### Ports around the boundary, run 1

(2 px per um) Pins as bars across the die edge, other pins in grey.
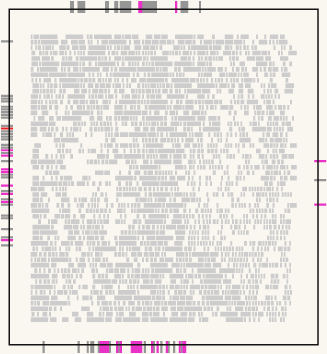
### Wiring by layer, run 1

(1.5 px per um)
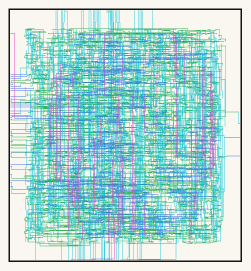
### Placement density heat map, run 1

(2 px per um) 15 x 17 tiles, from black (low) to pale yellow (high), 0 to 100% covered.
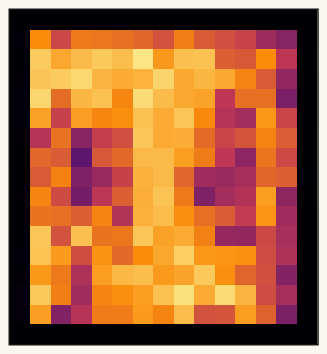
## src/rtl/tx_nco_pkg.sv

```systemverilog
// TX NCO shared definitions: tune FSM states and default widths.
// Imported by the tune controller, its ramp helper and the TX top level.
package tx_nco_pkg;

   localparam int APR_DEF        = 32;
   localparam int SETTLE_CYC_DEF = 12;

   typedef enum logic [1:0] {
      ST_IDLE,
      ST_RAMP,
      ST_SETTLE
   } tune_state_e;

endpackage

```

## src/rtl/tx_nco_ramp_step.sv

```systemverilog
// One ramp step toward target: moves cur by step, clamping onto target.
// Ports: cur_i/target_i/step_i (APR) in; next_o (APR), last_o out.
module tx_nco_ramp_step
   import tx_nco_pkg::*;
#(
   parameter int APR = APR_DEF
) (
   input  logic [APR-1:0] cur_i,
   input  logic [APR-1:0] target_i,
   input  logic [APR-1:0] step_i,
   output logic [APR-1:0] next_o,
   output logic           last_o
);

   // One extra bit keeps the difference signed without any wrap through 0.
   logic signed [APR:0] diff;
   logic        [APR:0] mag;

   assign diff = $signed({1'b0, target_i}) - $signed({1'b0, cur_i});
   assign mag  = diff[APR] ? $unsigned(-diff) : $unsigned(diff);

   assign last_o = (mag <= {1'b0, step_i});

   always_comb begin
      next_o = target_i;
      if (!last_o) begin
         next_o = diff[APR] ? (cur_i - step_i) : (cur_i + step_i);
      end
   end

endmodule

```

## src/rtl/tx_nco_tune_ctrl.sv

```systemverilog
// TX NCO tuning controller: accepts FTW commands, ramps the phase increment
// linearly to the target, waits out NCO latency and then flags locked.
// Ports: clk, reset_n, ce_i, cfg_valid/cfg_ready/cfg_ftw/cfg_step (host),
//        nco_clken/nco_phi_inc/nco_out_valid (NCO), busy, locked (status).
module tx_nco_tune_ctrl
   import tx_nco_pkg::*;
#(
   parameter int APR        = APR_DEF,
   parameter int SETTLE_CYC = SETTLE_CYC_DEF,
   parameter int CNT_W      = 4
) (
   input  logic           clk,
   input  logic           reset_n,
   input  logic           ce_i,
   input  logic           cfg_valid,
   output logic           cfg_ready,
   input  logic [APR-1:0] cfg_ftw,
   input  logic [APR-1:0] cfg_step,
   output logic           nco_clken,
   output logic [APR-1:0] nco_phi_inc,
   input  logic           nco_out_valid,
   output logic           busy,
   output logic           locked
);

   localparam logic [CNT_W-1:0] SETTLE_LD = CNT_W'(SETTLE_CYC);
   localparam logic [CNT_W-1:0] CNT_ONE   = CNT_W'(1);

   tune_state_e      state_q, state_d;
   logic [APR-1:0]   tgt_q, tgt_d;
   logic [APR-1:0]   step_q, step_d;
   logic [APR-1:0]   phi_q, phi_d;
   logic [CNT_W-1:0] cnt_q, cnt_d;
   logic             lock_q, lock_d;
   logic             rdy_q;
   logic             run_q;

   logic [APR-1:0]   ramp_nxt;
   logic             ramp_last;
   logic             accept;

   tx_nco_ramp_step #(
      .APR (APR)
   ) u_step (
      .cur_i    (phi_q),
      .target_i (tgt_q),
      .step_i   (step_q),
      .next_o   (ramp_nxt),
      .last_o   (ramp_last)
   );

   assign accept = cfg_valid & rdy_q;

   always_comb begin
      state_d = state_q;
      tgt_d   = tgt_q;
      step_d  = step_q;
      phi_d   = phi_q;
      cnt_d   = cnt_q;
      lock_d  = lock_q;
      unique case (state_q)
         ST_IDLE: begin
            if (accept) begin
               tgt_d  = cfg_ftw;
               step_d = cfg_step;
               lock_d = 1'b0;
               if (cfg_step == '0 || cfg_ftw == phi_q) begin
                  phi_d   = cfg_ftw;
                  cnt_d   = SETTLE_LD;
                  state_d = ST_SETTLE;
               end else begin
                  state_d = ST_RAMP;
               end
            end
         end
         ST_RAMP: begin
            if (ce_i) begin
               phi_d = ramp_nxt;
               if (ramp_last) begin
                  cnt_d   = SETTLE_LD;
                  state_d = ST_SETTLE;
               end
            end
         end
         ST_SETTLE: begin
            // Only samples the NCO actually produced count toward settling.
            if (ce_i && nco_out_valid) begin
               if (cnt_q == CNT_ONE) begin
                  state_d = ST_IDLE;
                  lock_d  = 1'b1;
               end else begin
                  cnt_d = cnt_q - CNT_ONE;
               end
            end
         end
         default: state_d = ST_IDLE;
      endcase
   end

   always_ff @(posedge clk or negedge reset_n) begin
      if (!reset_n) begin
         state_q <= ST_IDLE;
         tgt_q   <= '0;
         step_q  <= '0;
         phi_q   <= '0;
         cnt_q   <= '0;
         lock_q  <= 1'b0;
         rdy_q   <= 1'b0;
         run_q   <= 1'b0;
      end else begin
         state_q <= state_d;
         tgt_q   <= tgt_d;
         step_q  <= step_d;
         phi_q   <= phi_d;
         cnt_q   <= cnt_d;
         lock_q  <= lock_d;
         run_q   <= 1'b1;
         // Tracks next state so ready drops on the accept edge itself.
         rdy_q   <= (state_d == ST_IDLE);
      end
   end

   assign cfg_ready   = rdy_q;
   assign nco_clken   = ce_i & run_q;
   assign nco_phi_inc = phi_q;
   assign busy        = (state_q != ST_IDLE);
   assign locked      = lock_q;

endmodule
```

## config.mk

```make
export PLATFORM = sky130hd
export DESIGN_NAME = tx_nco_tune_ctrl
export DESIGN_NICKNAME = d
export VERILOG_FILES = /design/src/rtl/tx_nco_pkg.sv /design/src/rtl/tx_nco_ramp_step.sv /design/src/rtl/tx_nco_tune_ctrl.sv
export SDC_FILE = /design/constraint.sdc
export NUM_CORES = 1
export LEC_CHECK = 0
export ABC_AREA = 1
export ABC_CLOCK_PERIOD_IN_PS = 5600
export CAP_MARGIN = 20
export CORE_ASPECT_RATIO = 1.1
export CORE_MARGIN = 10
export CORE_UTILIZATION = 61
export CTS_BUF_LIST = sky130_fd_sc_hd__clkbuf_4
export DETAILED_ROUTE_END_ITERATION = 8
export PLACE_DENSITY_LB_ADDON = 0.2
export SETUP_SLACK_MARGIN = 0.05
export SYNTH_ARGS = -nofsm -noshare
export SYNTH_HDL_FRONTEND = slang
export SYNTH_SLANG_ARGS = --single-unit
```

## constraint.sdc

```tcl
create_clock -name clk -period 5.6 [get_ports clk]
set_clock_uncertainty 0.1 [all_clocks]
set_input_delay 1.12 -clock clk [delete_from_list [all_inputs] [get_ports clk]]
set_output_delay 1.12 -clock clk [all_outputs]
set_load 0.01 [all_outputs]
```

==> flow_metrics.env, run 1 <==
# flow metrics
export IMPL_cp_num_cells=26
export IMPL_final_hold_violation_count=0
export IMPL_hpwlAfterDp_um=36100
export IMPL_wl_met3_um=4590
export IMPL_yosys_cell_count_top_type="nand2_1"
export IMPL_fa_ha_area_share_pct=10.7
export IMPL_tns_ns=0
export IMPL_place_congestion=1.03
export IMPL_highest_layer="met4"
export IMPL_hp_class="flop to flop"
export IMPL_remaining_drc_errors=0
export IMPL_hold_worst_slack_ns=0.430
export IMPL_openroad_warnings=27
export IMPL_ys_top_cells_by_count="nand2_1, inv_1, nor2_1"
export IMPL_vias_per_cell=5.93
export IMPL_ctsResizeCount=0
export IMPL_die_x_um=154
export IMPL_ys_ff=105
export IMPL_grt_util_met2_pct=55.0
export IMPL_drv_cap=0
export IMPL_ctsHoldBuffers=0
export IMPL_fin_cells=2293
export IMPL_simple_gate_area_share_pct=34.1
export IMPL_status="finished, final reports clean"
export IMPL_period_needed_ns=5.26
export IMPL_core_sq_um=19200
export IMPL_required_ns=5.93
export IMPL_cp_data_arrival_time_ns=5.59
export IMPL_mux_share_pct=0
export IMPL_synth_warnings=0
export IMPL_buffer_area_share_pct=9.34
export IMPL_critical_path_max_stage_delay_ns=0.49
export IMPL_fmax_mhz=190
export IMPL_cts_htree_levels=3
export IMPL_clk_latency_ns=0.51
export IMPL_worst_path_dominant_cell_family="AND-OR/OR-AND gates"
export IMPL_clock_buffers=11
export IMPL_antenna_found_initial=1
export IMPL_dpl_instance_area_sq_um=13300
export IMPL_crit_slowest_cell="dfrtp_2"
export IMPL_area_delta_synth_final_pct=13.6
export IMPL_mi_logic_area_sq_um=8010
export IMPL_r2r_end="nco_phi_inc[31]"
export IMPL_synth_logic_top_family="simple AND/OR/NAND/NOR gates"
export IMPL_seq_cell_count=105
export IMPL_clockBufferDepth=2
export IMPL_dp_cells=2266
export IMPL_rows=53
export IMPL_pre_cts_slack_ns=0.320
export IMPL_drive_gt1_share_pct=4.79
export IMPL_ios=105
export IMPL_routedWlPerCell_um=19.7
export IMPL_worst_slack_ns=0.335
export IMPL_grt_pass1_vias=12700
export IMPL_biggestCellCategory="multi-input combinational cells"
export IMPL_report_final_slew_viol_count=0
export IMPL_comb_cells=1464
export IMPL_fin_crit_sh_pct=94.0
export IMPL_overflow=0
export IMPL_drt_wl_total_um=45200
export IMPL_critPathKind="flop to flop"
export IMPL_synth_edff_count=0
export IMPL_grt_busiest_layer="met2"
export IMPL_finish_utilization_pct=70.8
export IMPL_wl_met2_um=20400
export IMPL_fp_dieH_um=167
export IMPL_fin_area_sq_um=13600
export IMPL_yosys_most_used_dff="dfrtp_1"
export IMPL_worst_pin_slew_ns=0.951
export IMPL_xor_area_share_pct=8.40
export IMPL_drt_iter0_drc=1635
export IMPL_die_area_sq_um=25700
export IMPL_clockRootBuffer="clkbuf_4"
export IMPL_syn_area_sq_um=12000
export IMPL_top_area_cell="dfrtp_1"
export IMPL_whs_path_depth=2
export IMPL_grt_max_degree=68
Back to the opening pictures, 'Ports around the boundary':
legend:
  magenta:
    port: cfg_ftw
    pins: 32
    direction: input
    edge: 19 south, 8 west, 3 north, 2 east
  red:
    port: ce_i
    pins: 1
    direction: input
    edge: west
all pins by edge: 37 west, 33 south, 32 north, 3 east

Back to the opening pictures, 'Wiring by layer':
legend:
  blue:
    layer: M3
    wire_length: 4590 um
  magenta:
    layer: M4
    wire_length: 2650 um
  cyan:
    layer: M2
    wire_length: 20.4 mm
  green:
    layer: M1
    wire_length: 17500 um

Back to the opening pictures, 'Placement density heat map':
mean over tiles: 52%
fullest tile: 95%
nearly empty tiles: 24%
tiles over 75% full: 32%
densest ninth of the die: centre

### Placed cells, one colour a class, run 1

(1.5 px per um)
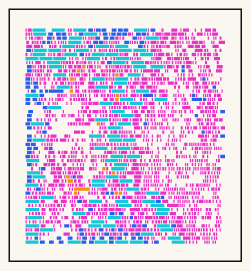

## Run 2: what changed since run 1
Settings changed: CELL_PAD_IN_SITES_DETAIL_PLACEMENT set to 0, CELL_PAD_IN_SITES_GLOBAL_PLACEMENT set to 2, CORE_UTILIZATION 61 to 33.
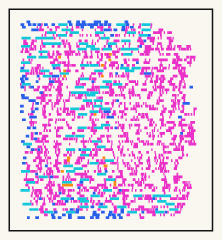
*Placed cells, one colour a class, run 2*
(1 px per um)
legend:
  cyan:
    class: sequential cells
    cells: 105
    share_of_their_area: 20%
  magenta:
    class: remaining logic cells
    cells: 1793
    share_of_their_area: 69%
  orange:
    class: clock drivers and dummy loads
    cells: 16
    share_of_their_area: 1.1%
  blue:
    class: remaining buffers and delay cells
    cells: 140
    share_of_their_area: 10%

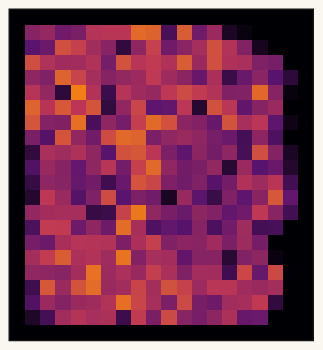
*Placement density heat map, run 2*
(1.5 px per um) 20 x 22 tiles, from black (low) to pale yellow (high), 0 to 100% covered.
nearly empty tiles: 22%
mean over tiles: 30%
fullest tile: 71%

==> run 2 against run 1 <==
- sequential cell count did not move
- area after synthesis did not move
- largest cell class unchanged
- critical endpoint is now nco_phi_inc[26]
- routed wire length rose by 15%
==> flow_metrics.env, run 2 <==
# flow metrics
export IMPL_status="finished, final reports clean"
export IMPL_fa_ha_area_share_pct=10.7
export IMPL_drt_wl_total_um=52000
export IMPL_wl_met3_um=2390
export IMPL_crit_slowest_cell="a221oi_1"
export IMPL_r2r_end="nco_phi_inc[26]"
export IMPL_fmax_mhz=195
export IMPL_antenna_found_initial=2
export IMPL_ctsResizeCount=0
export IMPL_fin_area_sq_um=14000
export IMPL_hold_worst_slack_ns=0.422
export IMPL_dpl_instance_area_sq_um=13800
export IMPL_die_area_sq_um=44400
export IMPL_area_delta_synth_final_pct=16.7
export IMPL_report_final_slew_viol_count=0
export IMPL_clock_buffers=10
export IMPL_worst_pin_slew_ns=0.925
export IMPL_ys_ff=105
export IMPL_highest_layer="met5"
export IMPL_critPathKind="flop to flop"
export IMPL_ys_top_cells_by_count="nand2_1, inv_1, nor2_1"
export IMPL_routedWlPerCell_um=20.5
export IMPL_place_congestion=0.921
export IMPL_synth_warnings=0
export IMPL_fp_dieH_um=220
export IMPL_fin_crit_sh_pct=91.7
export IMPL_wl_met2_um=23700
export IMPL_worst_path_dominant_cell_family="AND-OR/OR-AND gates"
export IMPL_mi_logic_area_sq_um=7980
export IMPL_hpwlAfterDp_um=43400
export IMPL_vias_per_cell=5.00
export IMPL_mux_share_pct=0
export IMPL_biggestCellCategory="multi-input combinational cells"
export IMPL_required_ns=5.96
export IMPL_final_hold_violation_count=0
export IMPL_ios=105
export IMPL_openroad_warnings=27
export IMPL_drive_gt1_share_pct=4.92
export IMPL_grt_pass1_vias=12200
export IMPL_grt_util_met2_pct=37.4
export IMPL_core_sq_um=36000
export IMPL_dp_cells=2524
export IMPL_comb_cells=1463
export IMPL_fin_cells=2542
export IMPL_clockBufferDepth=2
export IMPL_finish_utilization_pct=38.9
export IMPL_hp_class="flop to flop"
export IMPL_ctsHoldBuffers=0
export IMPL_yosys_most_used_dff="dfrtp_1"
export IMPL_critical_path_max_stage_delay_ns=0.48
export IMPL_period_needed_ns=5.14
export IMPL_syn_area_sq_um=12000
